[config.mk]
export PLATFORM = sky130hd
export DESIGN_NAME = multiport_fifo
export DESIGN_NICKNAME = d
export VERILOG_FILES = /design/src/rtl/fifo_pkg.sv /design/src/rtl/fifo_mem_mp.sv /design/src/rtl/multiport_fifo.sv
export SDC_FILE = /design/constraint.sdc
export NUM_CORES = 1
export LEC_CHECK = 0
export CAP_MARGIN = 25
export CORE_MARGIN = 8
export CORE_UTILIZATION = 56
export DETAILED_ROUTE_END_ITERATION = 12
export GPL_ROUTABILITY_DRIVEN = 0
export PLACE_DENSITY = 0.86
export SYNTH_ARGS = -nofsm -noshare
export SYNTH_HDL_FRONTEND = slang
export SYNTH_SLANG_ARGS = --single-unit
export TNS_END_PERCENT = 5
[constraint.sdc]
create_clock -name clk -period 18.5 [get_ports clk]
set_input_delay 1.85 -clock clk [delete_from_list [all_inputs] [get_ports clk]]
set_output_delay 1.85 -clock clk [all_outputs]
set_load 0.03 [all_outputs]
[src/rtl/fifo_pkg.sv]
// Shared defaults and helpers for the multi-port instruction FIFO.
// Pointer and count arithmetic is done in 32 bits and narrowed by the caller.
package fifo_pkg;

    localparam int FIFO_WIDTH = 64;
    localparam int FIFO_DEPTH = 8;
    localparam int FIFO_PORTS = 2;

    // Number of set bits in a (thermometer-coded) lane mask.
    function automatic logic [31:0] therm_popcount(input logic [31:0] v);
        logic [31:0] n;
        n = 32'd0;
        for (int i = 0; i < 32; i++) begin
            n = n + {31'd0, v[i]};
        end
        return n;
    endfunction

    // Caller narrows the sum to the pointer width; DEPTH is a power of 2, so this wraps modulo DEPTH.
    function automatic logic [31:0] ptr_add(input logic [31:0] ptr, input logic [31:0] inc);
        return ptr + inc;
    endfunction

    // True when v is of the form 0...01...1 (including zero).
    function automatic logic is_therm(input logic [31:0] v);
        return ((v & (v + 32'd1)) == 32'd0);
    endfunction

endpackage

[src/rtl/fifo_mem_mp.sv]
// Register-array storage with WR_PORTS write ports and RD_PORTS combinational read ports.
// Storage is deliberately not reset.
module fifo_mem_mp
    import fifo_pkg::*;
#(
    parameter int WIDTH    = FIFO_WIDTH,
    parameter int DEPTH    = FIFO_DEPTH,
    parameter int WR_PORTS = FIFO_PORTS,
    parameter int RD_PORTS = FIFO_PORTS
) (
    input  logic                               clk,
    input  logic [WR_PORTS-1:0]                wr_en,
    input  logic [WR_PORTS*$clog2(DEPTH)-1:0]  wr_addr,
    input  logic [WR_PORTS*WIDTH-1:0]          wr_data,
    input  logic [RD_PORTS*$clog2(DEPTH)-1:0]  rd_addr,
    output logic [RD_PORTS*WIDTH-1:0]          rd_data
);

    localparam int AW = $clog2(DEPTH);

    logic [WIDTH-1:0] mem_r [DEPTH];

    // Write lanes always target distinct consecutive addresses, so no two ports collide.
    always_ff @(posedge clk) begin
        for (int k = 0; k < WR_PORTS; k++) begin
            if (wr_en[k]) begin
                mem_r[wr_addr[k*AW +: AW]] <= wr_data[k*WIDTH +: WIDTH];
            end
        end
    end

    // Show-ahead read ports.
    always_comb begin
        rd_data = '0;
        for (int k = 0; k < RD_PORTS; k++) begin
            rd_data[k*WIDTH +: WIDTH] = mem_r[rd_addr[k*AW +: AW]];
        end
    end

endmodule

[src/rtl/multiport_fifo.sv]
// N-wide in-order fetch-to-decode queue: pointers, occupancy, handshakes, stall and flush.
// Optional sticky overflow flag and encoding checks: define MULTIPORT_FIFO_OVERFLOW_CHK_EN.
module multiport_fifo
    import fifo_pkg::*;
#(
    parameter int WIDTH    = FIFO_WIDTH,
    parameter int DEPTH    = FIFO_DEPTH,
    parameter int WR_PORTS = FIFO_PORTS,
    parameter int RD_PORTS = FIFO_PORTS
) (
    input  logic                        clk,
    input  logic                        rst,
    input  logic [WR_PORTS-1:0]         wr_en,
    input  logic [WR_PORTS*WIDTH-1:0]   wr_data,
    output logic                        wr_ready,
    output logic [RD_PORTS*WIDTH-1:0]   rd_data,
    output logic [RD_PORTS-1:0]         rd_valid,
    input  logic [RD_PORTS-1:0]         rd_en,
    input  logic                        stall,
    input  logic                        flush,
    output logic [$clog2(DEPTH):0]      count,
    output logic                        full,
    output logic                        empty
`ifdef MULTIPORT_FIFO_OVERFLOW_CHK_EN
    ,
    output logic                        overflow_err
`endif
);

    localparam int PTR_W = $clog2(DEPTH);
    localparam int CNT_W = PTR_W + 1;

    logic [PTR_W-1:0]          head_r, tail_r;
    logic [CNT_W-1:0]          count_r;
    logic [RD_PORTS-1:0]       rd_valid_r;
    logic                      full_r, empty_r, wr_ready_r;

    logic [CNT_W-1:0]          nwr_s, npop_s, count_next_s;
    logic [PTR_W-1:0]          head_next_s, tail_next_s;
    logic [RD_PORTS-1:0]       rd_valid_next_s;
    logic [WR_PORTS-1:0]       wr_lane_en_s;
    logic [WR_PORTS*PTR_W-1:0] wr_addr_s;
    logic [RD_PORTS*PTR_W-1:0] rd_addr_s;

    fifo_mem_mp #(
        .WIDTH    (WIDTH),
        .DEPTH    (DEPTH),
        .WR_PORTS (WR_PORTS),
        .RD_PORTS (RD_PORTS)
    ) u_mem (
        .clk     (clk),
        .wr_en   (wr_lane_en_s),
        .wr_addr (wr_addr_s),
        .wr_data (wr_data),
        .rd_addr (rd_addr_s),
        .rd_data (rd_data)
    );

    // Accept/pop counts, lane addresses and next pointer/occupancy state; flush wins over both sides.
    always_comb begin
        nwr_s           = '0;
        npop_s          = '0;
        wr_lane_en_s    = '0;
        wr_addr_s       = '0;
        rd_addr_s       = '0;
        count_next_s    = count_r;
        head_next_s     = head_r;
        tail_next_s     = tail_r;
        rd_valid_next_s = '0;

        if (wr_ready_r && !flush) begin
            nwr_s = CNT_W'(therm_popcount(32'(wr_en)));
        end else begin
            nwr_s = '0;
        end

        if (!stall && !flush) begin
            npop_s = CNT_W'(therm_popcount(32'(rd_en & rd_valid_r)));
        end else begin
            npop_s = '0;
        end

        for (int k = 0; k < WR_PORTS; k++) begin
            wr_lane_en_s[k]                 = (32'(k) < 32'(nwr_s));
            wr_addr_s[k*PTR_W +: PTR_W]     = PTR_W'(ptr_add(32'(tail_r), 32'(k)));
        end
        for (int k = 0; k < RD_PORTS; k++) begin
            rd_addr_s[k*PTR_W +: PTR_W]     = PTR_W'(ptr_add(32'(head_r), 32'(k)));
        end

        if (flush) begin
            count_next_s = '0;
            head_next_s  = '0;
            tail_next_s  = '0;
        end else begin
            count_next_s = count_r + nwr_s - npop_s;
            head_next_s  = PTR_W'(ptr_add(32'(head_r), 32'(npop_s)));
            tail_next_s  = PTR_W'(ptr_add(32'(tail_r), 32'(nwr_s)));
        end

        for (int k = 0; k < RD_PORTS; k++) begin
            rd_valid_next_s[k] = (32'(count_next_s) > 32'(k));
        end
    end

    // Pointer/count state plus status flags registered from the next occupancy.
    always_ff @(posedge clk or posedge rst) begin
        if (rst) begin
            head_r     <= '0;
            tail_r     <= '0;
            count_r    <= '0;
            rd_valid_r <= '0;
            full_r     <= 1'b0;
            empty_r    <= 1'b1;
            wr_ready_r <= 1'b1;
        end else begin
            head_r     <= head_next_s;
            tail_r     <= tail_next_s;
            count_r    <= count_next_s;
            rd_valid_r <= rd_valid_next_s;
            full_r     <= (32'(count_next_s) == DEPTH);
            empty_r    <= (count_next_s == '0);
            wr_ready_r <= ((32'(count_next_s) + 32'(WR_PORTS)) <= DEPTH);
        end
    end

    assign count    = count_r;
    assign full     = full_r;
    assign empty    = empty_r;
    assign wr_ready = wr_ready_r;
    assign rd_valid = rd_valid_r;

`ifdef MULTIPORT_FIFO_OVERFLOW_CHK_EN
    logic overflow_r;

    // Sticky flag for writes offered while the queue could not take a full group.
    always_ff @(posedge clk or posedge rst) begin
        if (rst) begin
            overflow_r <= 1'b0;
        end else if (flush) begin
            overflow_r <= 1'b0;
        end else if ((|wr_en) && !wr_ready_r) begin
            overflow_r <= 1'b1;
        end else begin
            overflow_r <= overflow_r;
        end
    end

    assign overflow_err = overflow_r;

    multiport_fifo_chk #(
        .WR_PORTS (WR_PORTS),
        .RD_PORTS (RD_PORTS)
    ) u_chk (
        .clk   (clk),
        .rst   (rst),
        .wr_en (wr_en),
        .rd_en (rd_en)
    );
`endif

endmodule

`ifdef MULTIPORT_FIFO_OVERFLOW_CHK_EN
// Lane request masks must be thermometer coded (lane 0 oldest).
module multiport_fifo_chk
    import fifo_pkg::*;
#(
    parameter int WR_PORTS = FIFO_PORTS,
    parameter int RD_PORTS = FIFO_PORTS
) (
    input logic                clk,
    input logic                rst,
    input logic [WR_PORTS-1:0] wr_en,
    input logic [RD_PORTS-1:0] rd_en
);

    a_wr_therm: assert property (@(posedge clk) disable iff (rst) is_therm(32'(wr_en)));
    a_rd_therm: assert property (@(posedge clk) disable iff (rst) is_therm(32'(rd_en)));

endmodule
`endif

==> images/final_congestion.png <==
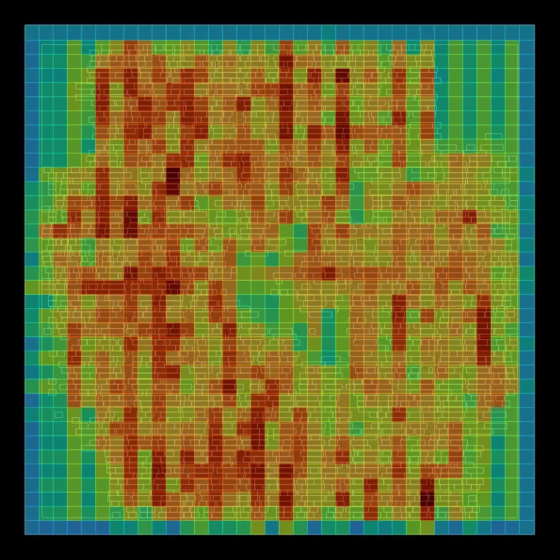
global route hottest layer: met2
met2 usage: 43.1%
Routed wire per std cell: 30.7 um
met3 usage: 5.50%

==> images/wire_density.png <==
(1.5 px per um) 25 x 25 tiles, from white (low) to dark blue (high), scaled to the fullest tile. Values are wire area over tile area, all layers added.
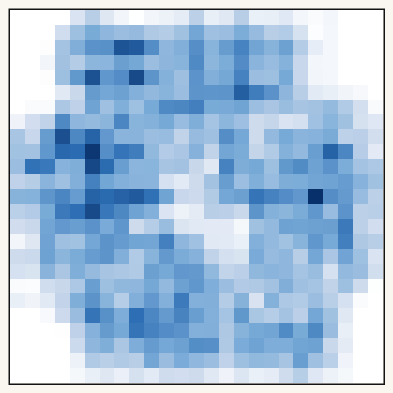
mean over tiles: 0.22
tiles over half the peak: 27%
densest ninth of the die: left middle
Vias: 17800
Post-Route WL: 80.5 mm
GRT Total Usage: 25.6%

==> metrics.yaml <==
whs_endpoint: "full$_DFF_PP0_"
path_cells: "ha_4, buf_4, mux4_2, mux2_2, clkdlybuf4s50_1"
die_h_um: 249
cts_buffers: 55
ys_types: 42
clk_path_buf_depth: 3
ys_sh_adder_pct: 0.716
p_int_w: 0.00244
period_used_pct: 34.5
drc: 0
pwr-share-comb_pct: 28.0
placedCellCount: 2514
synth.most_common_cell: "mux2_2"
fp.dieW_um: 249
cp.arrival_ps: 4530
yosysTopAreaCell: "edfxtp_1"
synth_nets: 1794
hp-start: "count[0]$_DFF_PP0_"
ys_sh_xor_pct: 0.280
slew_headroom_pct: 22.1
start_kind: "flip-flop"
setup_viol: 0
ctsHoldBuffers: 0
outcome: "complete, no violations"
hold_viol: 0
critPathRequiredTime_ps: 16650
switchingPower_w: 0.000990
layout_top_cells: "mux2_2, edfxtp_1, clkdlybuf4s50_1, mux4_2, clkbuf_16"
clk-power_w: 0.00104
top_power_group: "sequential cells"
swShare_pct: 28.9
cp_max_fo: 58
cap_violations: 0
clockPowerShare_pct: 30.4
yosys_area_sq_mm: 0.0304
antenna_found_initial: 16
cts_root_buffer: "clkbuf_16"
endpoint: "rd_data[127]"
cts_sinks: 527
max_freq_ghz: 0.157
finish.utilization_pct: 65.6
hold_slack_ps: 670
rrSetupSlack_ps: 14470
worst_slack_ps: 12120
edf_count: 512
critPathMaxStageDelay_ps: 1070
common_cells: "mux2_2, edfxtp_1, mux4_2"
rows: 85
ys_cells: 1643
compound_area_share_pct: 0.325
synth.top_cell.area_share_pct: 50.6
layout_top_cell: "mux2_2"
synthArstFlopShare_pct: 2.85
drive_above_1_share_pct: 53.9
pre_cts_slack_ps: 12720
final_cells: 2624
ctsHtreeMaxLevel: 2
first_global_vias: 19000
port_buffers: 272
numSynthFlops: 527
drtPass1Iterations: 5
ys_seq_share_pct: 51.8
dpl_cell_area_sq_mm: 0.0335
syn_area_sq_mm: 0.0304
netlist_instances: 1643
warning_count: 29
max-vdd-ir-drop_uv: 110
tritoncts: "yes"
clkTransAtPathRegs_ps: 60
syn_avg_cell_area_sq_um: 18.5
dp_hpwl_mm: 46.1
yosys.area_share.simple_pct: 0.840
drv_slew: 0
worst_pin_slew_ps: 1170
cellLeakagePower_nw: 11.1
ff_type: "edfxtp_1"
finalPower_w: 0.00343
grt-ovfl-total: 0
area_growth_pct: 16.0
postCtsSetupRepairBufs: 0
core_area_sq_mm: 0.0537
rsz0062_at_grt: "no"
p_seq_share_pct: 41.6
crit_path_end_kind: "primary output"
crit_family: "buffers and inverters"
critical_path_class: "flip-flop to primary output"
grt_max_degree: 154
routed_via_density: 6.78
final_nets: 2027
postLayoutCellArea_sq_mm: 0.0353
ctsResizeCount: 0
reg2reg_to: "u_mem.mem_r[2][61]$_DFFE_PP_"
path_depth: 5
area_leaders: "edfxtp_1, mux2_2, mux4_2"
synthTopLogicFamily: "multiplexers"
grt_pass1_wl_mm: 120
fin_setup_tns_ps: 0
hp-class: "flip-flop to flip-flop"
ys_warn_count: 0
pin_count: 273
comb_cell_power_w: 0.000961
ff2ff_path_depth: 6
period_needed_ps: 6380
drt_iter0_markers: 1531
path_buffers: 2
worstSetupStartpoint: "head_r[1]$_DFF_PP0_"
cp_slowest_cell: "dfrtp_4"
hold_depth: 2
ant_nets: 0
fp_util_pct: 56.6
powerSeq_w: 0.00143
die_area_sq_mm: 0.0620
p_per_area_mw_per_mm2: 97.3
reg2reg_from: "tail_r[0]$_DFF_PP0_"
mux_area_share_pct: 42.8
==> images/clock_map.png <==
(2 px per um)
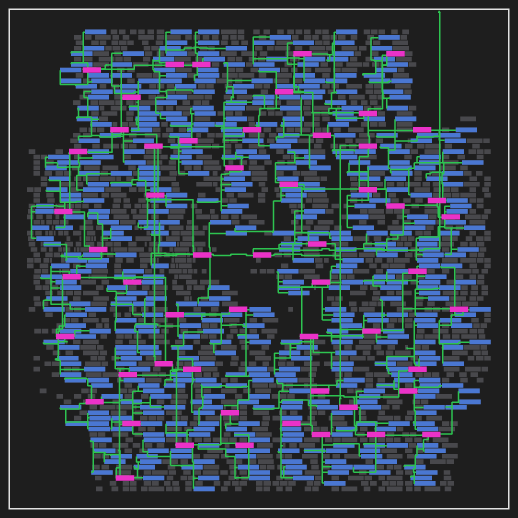
[green] clock wires | length: 6280 um
[magenta] cells driving clock nets | count: 55
[blue] flip-flops | count: 527
flops lie: widely spread
routed clock nets: 56
Late-Pin Clk Latency: 600 ps
Worst Skew: 14.7 ps

==> images/gate_families.png <==
(1.5 px per um)
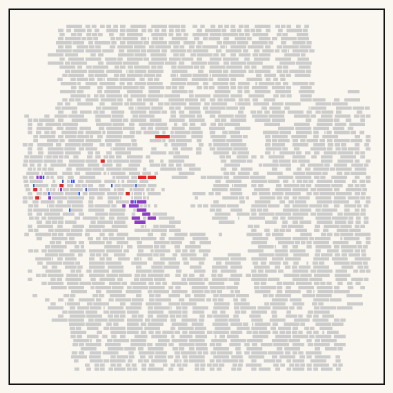
[red] XOR/XNOR gates | cells: 8 | most used: xnor2_1
[purple] inverting AOI/OAI gates | cells: 13
[blue] inverters | cells: 12 | most used: inv_1 | where: left middle

==> metal layers <==
layer | part of all wire (%) | track usage, % | routed length [um]
met2 | 50 | 43.1 | 40000
met5 | 0.12 | 0 | 98
met3 | 8.3 | 5.50 | 6710
met1 | 38 | 32.1 | 30800
met4 | 3.6 | 10.2 | 2880
==> final cells by class <==
type / instances / area [sq um]
Tap cell: 696 / 871
Clock inverter: 22 / 130
Inverter: 12 / 45.0
Sequential cell: 527 / 15800
Clock buffer: 77 / 1540
Timing Repair Buffer: 306 / 3030
Antenna cell: 10 / 25.0
Fill cell: 3564 / 18500
Multi-Input combinational cell: 974 / 13800
==> flip-flops by register name (all words and copies together), names as in the netlist <==
name	count
u_mem.mem_r	512
count	4
head_r	3
tail_r	3
rd_valid	2
empty	1
full	1
wr_ready	1
Power is estimated from default activity; no workload was simulated.
